run_1/final_clocks.png
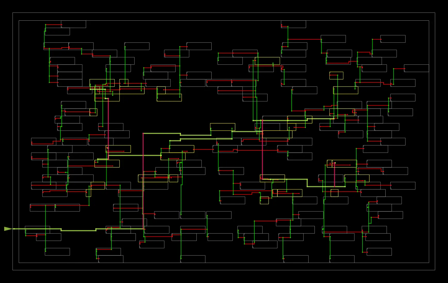
run_1/registers.png
The bar under the picture is 50 um long. Other sequential cells in the stronger gray, the rest of the logic in the fainter gray.
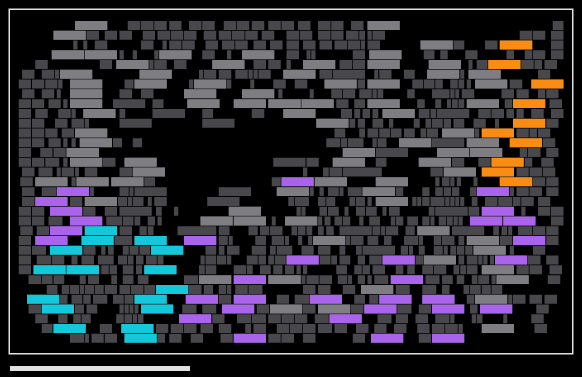
run_1/density.png
The bar under the picture is 50 um long. The die is cut into 16 by 10 equal tiles; dark purple is low, yellow is high, 0 to 100% covered.
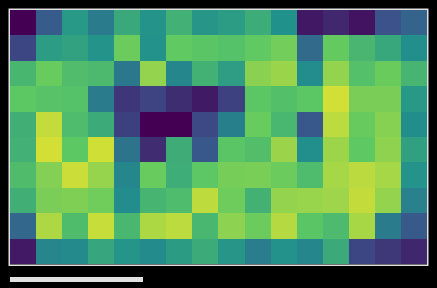
<file path="config.mk">
export PLATFORM = sky130hd
export DESIGN_NAME = ifid_stall_pipe_flat
export DESIGN_NICKNAME = d
export VERILOG_FILES = /design/src/rtl/ifid_stall_pipe_pkg.sv /design/src/rtl/ifid_stall_pipe_if.sv /design/src/rtl/ifid_stall_pipe_sat_counter.sv /design/src/rtl/ifid_stall_pipe.sv /design/src/flat_wrapper.sv
export SDC_FILE = /design/constraint.sdc
export NUM_CORES = 1
export LEC_CHECK = 0
export CORE_ASPECT_RATIO = 0.6
export CORE_MARGIN = 2
export CORE_UTILIZATION = 45
export DETAILED_ROUTE_END_ITERATION = 10
export PLACE_DENSITY = 0.86
export SLEW_MARGIN = 20
export SYNTH_ARGS = -nofsm -noshare
export SYNTH_HDL_FRONTEND = slang
export SYNTH_SLANG_ARGS = --single-unit
</file>
<file path="constraint.sdc">
create_clock -name clk_i -period 4.5 [get_ports clk_i]
set_input_delay 0.45 -clock clk_i [delete_from_list [all_inputs] [get_ports clk_i]]
set_output_delay 0.45 -clock clk_i [all_outputs]
set_load 0.1 [all_outputs]
</file>
<file path="src/rtl/ifid_stall_pipe_pkg.sv">
// Shared constants for the front-end pipeline registers: the NOP encoding,
// the control bubble, the PC step and the default reset PC.
package pipe_pkg;

   localparam int          CTRL_W_DEFAULT   = 10;
   localparam logic [31:0] NOP_INSTR        = 32'h0000_0000;
   localparam logic [CTRL_W_DEFAULT-1:0] CTRL_BUBBLE = '0;
   localparam logic [31:0] PC_STEP          = 32'd4;
   localparam logic [31:0] DEFAULT_RESET_PC = 32'h0000_0000;

   // Sequential PC of an instruction; the carry out of bit 31 is dropped.
   function automatic logic [31:0] pcPlus4(input logic [31:0] pc);
      return pc + PC_STEP;
   endfunction

endpackage

</file>
<file path="src/rtl/ifid_stall_pipe_if.sv">
// Bundle between fetch / hazard detection (master) and the IF/ID stall
// pipeline (slave).
interface ifid_stall_pipe_if #(
   parameter int CTRL_W = 10,
   parameter int CNT_W  = 16
);
   logic [31:0]       pc_next_i;
   logic [31:0]       instr_i;
   logic              pc_write_i;
   logic              ifid_write_i;
   logic              control_select_i;
   logic              ifid_flush_i;
   logic [CTRL_W-1:0] ctrl_i;
   logic [31:0]       pc_o;
   logic [31:0]       ifid_pc4_o;
   logic [31:0]       ifid_instr_o;
   logic              ifid_valid_o;
   logic [CTRL_W-1:0] idex_ctrl_o;
   logic [CNT_W-1:0]  stall_cnt_o;
   logic [CNT_W-1:0]  flush_cnt_o;

   modport master (
      output pc_next_i, instr_i, pc_write_i, ifid_write_i,
             control_select_i, ifid_flush_i, ctrl_i,
      input  pc_o, ifid_pc4_o, ifid_instr_o, ifid_valid_o,
             idex_ctrl_o, stall_cnt_o, flush_cnt_o
   );

   modport slave (
      input  pc_next_i, instr_i, pc_write_i, ifid_write_i,
             control_select_i, ifid_flush_i, ctrl_i,
      output pc_o, ifid_pc4_o, ifid_instr_o, ifid_valid_o,
             idex_ctrl_o, stall_cnt_o, flush_cnt_o
   );
endinterface

</file>
<file path="src/rtl/ifid_stall_pipe_sat_counter.sv">
// Event counter that sticks at all-ones instead of wrapping, so a long
// run of events never reads back as a small count.
module sat_counter #(
   parameter int W = 16
) (
   input  logic         clk_i,
   input  logic         rst_i,
   input  logic         inc_i,
   output logic [W-1:0] cnt_o
);

   function automatic logic [W-1:0] satInc(input logic [W-1:0] v);
      return (&v) ? v : v + W'(1);
   endfunction

   logic [W-1:0] cnt_p0;

   // Count qualifying cycles, holding at the ceiling.
   always_ff @(posedge clk_i or posedge rst_i) begin
      if (rst_i)      cnt_p0 <= '0;
      else if (inc_i) cnt_p0 <= satInc(cnt_p0);
   end

   assign cnt_o = cnt_p0;

endmodule

</file>
<file path="src/rtl/ifid_stall_pipe.sv">
// PC, IF/ID and ID/EX-control registers driven by the hazard unit's
// stall / bubble / flush requests, plus stall and flush event counters.
module ifid_stall_pipe
   import pipe_pkg::*;
#(
   parameter int          CTRL_W   = 10,
   parameter int          CNT_W    = 16,
   parameter logic [31:0] RESET_PC = DEFAULT_RESET_PC
) (
   input logic              clk_i,
   input logic              rst_i,
   ifid_stall_pipe_if.slave bus
);

   localparam logic [CTRL_W-1:0] BUBBLE = CTRL_W'(CTRL_BUBBLE);

   logic [31:0]       pc_p0;
   logic [31:0]       ifidPc4_p1;
   logic [31:0]       ifidInstr_p1;
   logic              vld_p1;
   logic [CTRL_W-1:0] idexCtrl_p2;

   // ---- fetch PC: loads the fetch-mux choice unless stalled
   always_ff @(posedge clk_i or posedge rst_i) begin
      if (rst_i)               pc_p0 <= RESET_PC;
      else if (bus.pc_write_i) pc_p0 <= bus.pc_next_i;
   end

   // ---- IF/ID: flush wins over hold, hold wins over load
   always_ff @(posedge clk_i or posedge rst_i) begin
      if (rst_i) begin
         ifidPc4_p1   <= '0;
         ifidInstr_p1 <= NOP_INSTR;
         vld_p1       <= 1'b0;
      end else if (bus.ifid_flush_i) begin
         ifidPc4_p1   <= '0;
         ifidInstr_p1 <= NOP_INSTR;
         vld_p1       <= 1'b0;
      end else if (bus.ifid_write_i) begin
         ifidPc4_p1   <= pcPlus4(pc_p0);
         ifidInstr_p1 <= bus.instr_i;
         vld_p1       <= 1'b1;
      end
   end

   // ---- ID/EX control: never held, so every stalled or empty slot becomes a bubble
   always_ff @(posedge clk_i or posedge rst_i) begin
      if (rst_i)                                 idexCtrl_p2 <= BUBBLE;
      else if (bus.control_select_i || !vld_p1) idexCtrl_p2 <= BUBBLE;
      else                                       idexCtrl_p2 <= bus.ctrl_i;
   end

   sat_counter #(.W(CNT_W)) uStallCnt (
      .clk_i (clk_i),
      .rst_i (rst_i),
      .inc_i (!bus.pc_write_i),
      .cnt_o (bus.stall_cnt_o)
   );

   sat_counter #(.W(CNT_W)) uFlushCnt (
      .clk_i (clk_i),
      .rst_i (rst_i),
      .inc_i (bus.ifid_flush_i),
      .cnt_o (bus.flush_cnt_o)
   );

   assign bus.pc_o         = pc_p0;
   assign bus.ifid_pc4_o   = ifidPc4_p1;
   assign bus.ifid_instr_o = ifidInstr_p1;
   assign bus.ifid_valid_o = vld_p1;
   assign bus.idex_ctrl_o  = idexCtrl_p2;

endmodule

</file>
<file path="src/flat_wrapper.sv">
// flat-port wrapper written by rule: the top's interface ports become plain ports
module ifid_stall_pipe_flat import pipe_pkg::*;
#(
   parameter int          CTRL_W   = 10,
   parameter int          CNT_W    = 16,
   parameter logic [31:0] RESET_PC = DEFAULT_RESET_PC
)
  (clk_i, rst_i, bus_pc_next_i, bus_instr_i, bus_pc_write_i, bus_ifid_write_i, bus_control_select_i, bus_ifid_flush_i, bus_ctrl_i, bus_pc_o, bus_ifid_pc4_o, bus_ifid_instr_o, bus_ifid_valid_o, bus_idex_ctrl_o, bus_stall_cnt_o, bus_flush_cnt_o);
  ifid_stall_pipe_if #(.CTRL_W(CTRL_W), .CNT_W(CNT_W)) bus_i ();
  input logic clk_i;
  input logic rst_i;
  input wire logic [$bits(bus_i.pc_next_i)-1:0] bus_pc_next_i;
  input wire logic [$bits(bus_i.instr_i)-1:0] bus_instr_i;
  input wire logic [$bits(bus_i.pc_write_i)-1:0] bus_pc_write_i;
  input wire logic [$bits(bus_i.ifid_write_i)-1:0] bus_ifid_write_i;
  input wire logic [$bits(bus_i.control_select_i)-1:0] bus_control_select_i;
  input wire logic [$bits(bus_i.ifid_flush_i)-1:0] bus_ifid_flush_i;
  input wire logic [$bits(bus_i.ctrl_i)-1:0] bus_ctrl_i;
  output wire logic [$bits(bus_i.pc_o)-1:0] bus_pc_o;
  output wire logic [$bits(bus_i.ifid_pc4_o)-1:0] bus_ifid_pc4_o;
  output wire logic [$bits(bus_i.ifid_instr_o)-1:0] bus_ifid_instr_o;
  output wire logic [$bits(bus_i.ifid_valid_o)-1:0] bus_ifid_valid_o;
  output wire logic [$bits(bus_i.idex_ctrl_o)-1:0] bus_idex_ctrl_o;
  output wire logic [$bits(bus_i.stall_cnt_o)-1:0] bus_stall_cnt_o;
  output wire logic [$bits(bus_i.flush_cnt_o)-1:0] bus_flush_cnt_o;
  assign bus_i.pc_next_i = bus_pc_next_i;
  assign bus_i.instr_i = bus_instr_i;
  assign bus_i.pc_write_i = bus_pc_write_i;
  assign bus_i.ifid_write_i = bus_ifid_write_i;
  assign bus_i.control_select_i = bus_control_select_i;
  assign bus_i.ifid_flush_i = bus_ifid_flush_i;
  assign bus_i.ctrl_i = bus_ctrl_i;
  assign bus_pc_o = bus_i.pc_o;
  assign bus_ifid_pc4_o = bus_i.ifid_pc4_o;
  assign bus_ifid_instr_o = bus_i.ifid_instr_o;
  assign bus_ifid_valid_o = bus_i.ifid_valid_o;
  assign bus_idex_ctrl_o = bus_i.idex_ctrl_o;
  assign bus_stall_cnt_o = bus_i.stall_cnt_o;
  assign bus_flush_cnt_o = bus_i.flush_cnt_o;
  ifid_stall_pipe #(.CTRL_W(CTRL_W), .CNT_W(CNT_W), .RESET_PC(RESET_PC)) u_core (.clk_i(clk_i), .rst_i(rst_i), .bus(bus_i));
endmodule
</file>
==> impl_metrics.tcl, run 1 <==
# collected from the flow reports
set metrics [dict create \
    status "finished clean" \
    p_switching_uw 1937 \
    warnings 26 \
    worst_setup_path_start_kind "register" \
    finalNetCount 862 \
    grt_max_degree 98 \
    p_clk_uw 1400 \
    post-cts-setup-buffers 0 \
    critPathBufInv 1 \
    comb_area_um2 2619 \
    power_frac_clock 0.306 \
    inv_count 12 \
    whs_path_depth 1 \
    io_buffer_count 218 \
    lay_top_count "clkdlybuf4s50_1" \
    cp_num_cells 1 \
    cap_violations 0 \
    drt-initial-drc-count 401 \
    ys_ff 139 \
    via_per_inst 5.559 \
    timing.final.crit_share 0.5750 \
    die_h_um 95.41 \
    cts_hold_buf 0 \
    fp_util 0.4599 \
    yosysTopAreaCell "dfrtp_1" \
    topCombFamilyByArea "simple AND/OR/NAND/NOR gates" \
    irDropWorstVdd_v 0.0005584 \
    intPower_uw 2639 \
    edf_count 0 \
    synth.area.top_cells "dfrtp_1 56%, mux2i_1 5.8%, mux2_2 5.2%" \
    yosys.area_share.aoi 0.07109 \
    vias 5376 \
    antenna_cells 0 \
    power_density_nw_per_um2 499.6 \
    syn_area_per_cell_um2 11.01 \
    p_sw_frac 0.4232 \
    path_cells "clkdlybuf4s50_1" \
    n_all_buffers 222 \
    grt.total_usage 0.2398 \
    register_area_um2 3478 \
    instances_no_fill 967 \
    final_layout_size_suffix_gt1_frac 0.09470 \
    drt-met1-wl_mm 7.915 \
    syn_area_um2 6266 \
    synth_nets 652 \
    ff_type "dfrtp_1" \
    layout_min_cycle_time_ns 2.587 \
    gp_congestion 0.8967 \
    design_area_um2 9158 \
    buffer_area_frac 0.2402 \
    synth.most_common_cell "dfrtp_1" \
    pg_comb_uw 1630 \
    yosys_cells 569 \
    crit_fanout 10 \
    grt-ovfl-total 0 \
    seq_share 0.3798 \
    cpPeakStageDelay_ns 1.21 \
    placed_area_um2 8566 \
    die_w_um 156.3 \
    synth-xor-area-share 0.05172 \
    rows 33 \
    r2r_cells 4 \
    reg2reg_from "u_core.bus.pc_o[9]$_DFFE_PP0P_" \
    route.top_layer_used "met4" \
    ff2ff_setup_slack_ns 2.17 \
    antenna_found_initial 0 \
    setup_viol 0 \
    p_total_uw 4575 \
    nFillCells 1022 \
    fin_skew_ns 0.01008 \
    synth.top_cell.area_share 0.5551 \
    ys_sh_mux 0.1096 \
    flops 139 \
    critPathRequiredTime_ns 4.05 \
    largestClassByArea "flip-flops and latches" \
    hp-start "u_core.uStallCnt.cnt_o[7]$_DFFE_PP0P_" \
    dp_slack_ns 2.073 \
    grt_pass1_wl_mm 27.99 \
    timing.rr.end "u_core.bus.ifid_pc4_o[23]$_DFFE_PP0P_" \
    cts_tree "done" \
    end_kind "output port" \
    fin_tns_setup_ns 0 \
    fin_util 0.6721 \
    yosysUniqueCellTypes 44 \
    critPathArrivalTime_ns 2.14 \
    dp.cells 935 \
    use_met3 0.06136 \
    timing.hold.ws_ns 0.5012 \
    cpMaxStageDelayCell "clkdlybuf4s50_1" \
    rsz0062_at_grt "false" \
    hp-class "register to register" \
    sh_comb_area 0.2860 \
    synth_seq_share 0.5551 \
    seq_power_share 0.337 \
    ctsResizeCount 0 \
    root_buffer "clkbuf_16" \
    yosysChipArea_um2 6266 \
    worstSetupPathType "register to output port" \
    crit_family "buffers and inverters" \
    wl_met2_mm 7.983 \
    wl_met3_mm 1.440 \
    synth-adder-area-share 0.005990 \
    crit_path_end "bus_pc_o[22]" \
    finalWirelength_mm 17.63 \
    final_cell_mix "215 x clkdlybuf4s50_1, 139 x dfrtp_1, 75 x nor2_1" \
    tap_cells 175 \
    synth_warnings 0 \
    drcViolationCount 0 \
    htree_num_levels 4 \
    fmax_mhz 386.5 \
    grtUsageMet1 0.3285 \
    tightestPinTransition_ns 1.075 \
    area_growth_pct 46.15 \
    min_to "u_core.uStallCnt.cnt_o[7]$_DFFE_PP0P_" \
    chipArea_um2 14920 \
    clk_share 0.06463 \
    cellLeakagePower_uw 0.003907 \
    coreArea_um2 13630 \
    ant_nets 0 \
    grt.busiest_layer "met2" \
    top_level_ports 219 \
    synthSimpleGateAreaFrac 0.1795 \
    dp_hpwl_mm 12.44 \
    netlist_instances 569 \
    wl_per_cell_um 18.23 \
    final-hold-violation-count 0 \
    top_cells_by_count "139 x dfrtp_1, 75 x nor2_1, 36 x mux2i_1" \
    fin_ws_ns 1.913 \
    p_seq_uw 1540 \
    clk_pin_slew_worst_paths_ns 0.07 \
]
Back to the opening pictures, final_clocks.png:
Late-Pin Clk Latency: 0.41 ns
Clock Buffer Count: 19
Clock Sinks: 139
CTS Buf Count: 17

Back to the opening pictures, registers.png:
Key: u_core.uStallCnt.cnt_o = cyan [flops 16, where south-west]; u_core.bus.pc_o = purple [flops 32]; u_core.bus.idex_ctrl_o = orange [flops 10]

Back to the opening pictures, density.png:
The fullest tile reaches 94%. 1.9% of the tiles are nearly empty. 33% of the tiles are over 75% full. The mean over all tiles is 60%.

run_1/wire_density.png
The die is cut into 31 by 19 equal tiles; dark purple is low, yellow is high, scaled to the fullest tile. Values are wire area over tile area, all layers added.
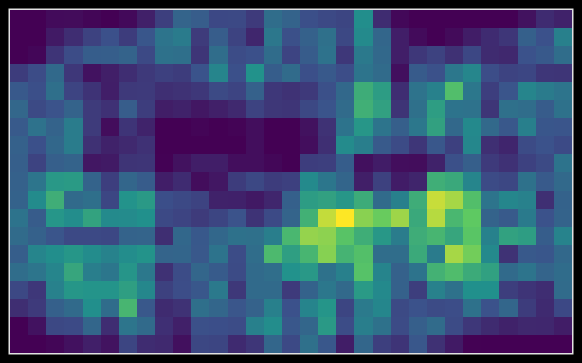

## Run 2: what changed since run 1
clock period = 2.55 ns   (was 4.5 ns; I/O delays follow)
run_2/wire_density.png
The die is cut into 31 by 19 equal tiles; dark purple is low, yellow is high, scaled to the fullest tile. Values are wire area over tile area, all layers added.
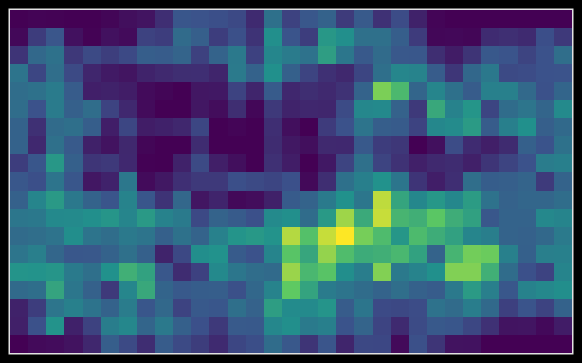
The mean over all tiles is 0.19. 7.3% of the tiles are nearly empty. The emptiest ninth of the die: north-west. The densest ninth of the die: south. 12% of the tiles are over half the peak.

==> run 2 against run 1 <==
Effect of this change: design area decreased by 3.4%; non-clock buffer count increased by 2; wire length decreased by 0.28%; critical path depth increased by 3; clock-buffer cell count increased by 4; largest power group unchanged; synthesized area unchanged; largest cell class unchanged; core utilization decreased by 2.3 points.
==> impl_metrics.tcl, run 2 <==
# collected from the flow reports
set metrics [dict create \
    nFillCells 1048 \
    synthSimpleGateAreaFrac 0.1795 \
    power_density_nw_per_um2 900.8 \
    synth.area.top_cells "dfrtp_1 56%, mux2i_1 5.8%, mux2_2 5.2%" \
    drcViolationCount 0 \
    ant_nets 0 \
    whs_path_depth 3 \
    yosysTopAreaCell "dfrtp_1" \
    inv_count 12 \
    grt.total_usage 0.2395 \
    yosysUniqueCellTypes 44 \
    grt_pass1_wl_mm 27.81 \
    grt-ovfl-total 0 \
    p_switching_uw 3385 \
    worst_setup_path_start_kind "register" \
    clock_sinks 139 \
    finalNetCount 864 \
    wl_met2_mm 8.202 \
    htree_num_levels 4 \
    fmax_mhz 473.0 \
    use_met3 0.05545 \
    grtUsageMet1 0.3278 \
    p_total_uw 7970 \
    cpPeakStageDelay_ns 0.65 \
    fin_ws_ns 0.4356 \
    rows 33 \
    top_level_ports 219 \
    topCombFamilyByArea "simple AND/OR/NAND/NOR gates" \
    clk_share 0.06575 \
    final-hold-violation-count 0 \
    wl_per_cell_um 18.15 \
    p_seq_uw 2730 \
    clk_pin_slew_worst_paths_ns 0.06 \
    post-cts-setup-buffers 0 \
    chipArea_um2 14920 \
    setup_viol 0 \
    ff_type "dfrtp_1" \
    via_per_inst 5.557 \
    nClkBuffers 23 \
    critPathBufInv 0 \
    dp_slack_ns 0.4588 \
    wl_met3_mm 1.358 \
    warnings 28 \
    dp_hpwl_mm 12.64 \
    grt_max_degree 140 \
    synth.most_common_cell "dfrtp_1" \
    syn_area_per_cell_um2 11.01 \
    lay_top_count "buf_4" \
    crit_family "simple AND/OR/NAND/NOR gates" \
    synth_nets 652 \
    dp.cells 937 \
    drt-initial-drc-count 385 \
    numCtsBuffers 17 \
    register_area_um2 3488 \
    cts_tree "done" \
    antenna_cells 0 \
    fp_util 0.4599 \
    timing.rr.end "u_core.bus.ifid_pc4_o[27]$_DFFE_PP0P_" \
    hp-start "bus_ifid_write_i" \
    die_h_um 95.41 \
    crit_path_end "u_core.bus.ifid_pc4_o[27]$_DFFE_PP0P_" \
    comb_area_um2 2619 \
    drt-met1-wl_mm 7.721 \
    path_cells "nand4_2, or4_4, o311a_2, nor4_1" \
    synth-adder-area-share 0.005990 \
    critPathArrivalTime_ns 2.41 \
    r2r_cells 4 \
    final_layout_size_suffix_gt1_frac 0.2771 \
    grt.busiest_layer "met2" \
    buffer_area_frac 0.2138 \
    yosys_cells 569 \
    synth_warnings 0 \
    syn_area_um2 6266 \
    fin_skew_ns 0.01219 \
    n_all_buffers 224 \
    rsz0062_at_grt "false" \
    status "finished clean" \
    fin_util 0.6494 \
    seq_share 0.3942 \
    layout_min_cycle_time_ns 2.114 \
    clkLatencyLatePin_ns 0.41 \
    min_to "u_core.bus.ifid_valid_o$_DFFE_PP0P_" \
    timing.final.crit_share 0.8292 \
    design_area_um2 8848 \
    cap_violations 0 \
    area_growth_pct 41.21 \
    placed_area_um2 8267 \
    ys_sh_mux 0.1096 \
    p_sw_frac 0.4247 \
    synth-xor-area-share 0.05172 \
    ff2ff_setup_slack_ns 0.44 \
    largestClassByArea "flip-flops and latches" \
    netlist_instances 569 \
    instances_no_fill 969 \
    antenna_found_initial 0 \
    die_w_um 156.3 \
    critPathRequiredTime_ns 2.84 \
    cpMaxStageDelayCell "or4_4" \
    crit_fanout 12 \
    tap_cells 175 \
    intPower_uw 4585 \
    seq_power_share 0.342 \
    synth.top_cell.area_share 0.5551 \
    cp_num_cells 4 \
    finalWirelength_mm 17.58 \
    synth_seq_share 0.5551 \
    fin_tns_setup_ns 0 \
    root_buffer "clkbuf_16" \
    gp_congestion 0.8537 \
    end_kind "register" \
    coreArea_um2 13630 \
]
No activity file was given, so power comes from the tool's default toggle rates.
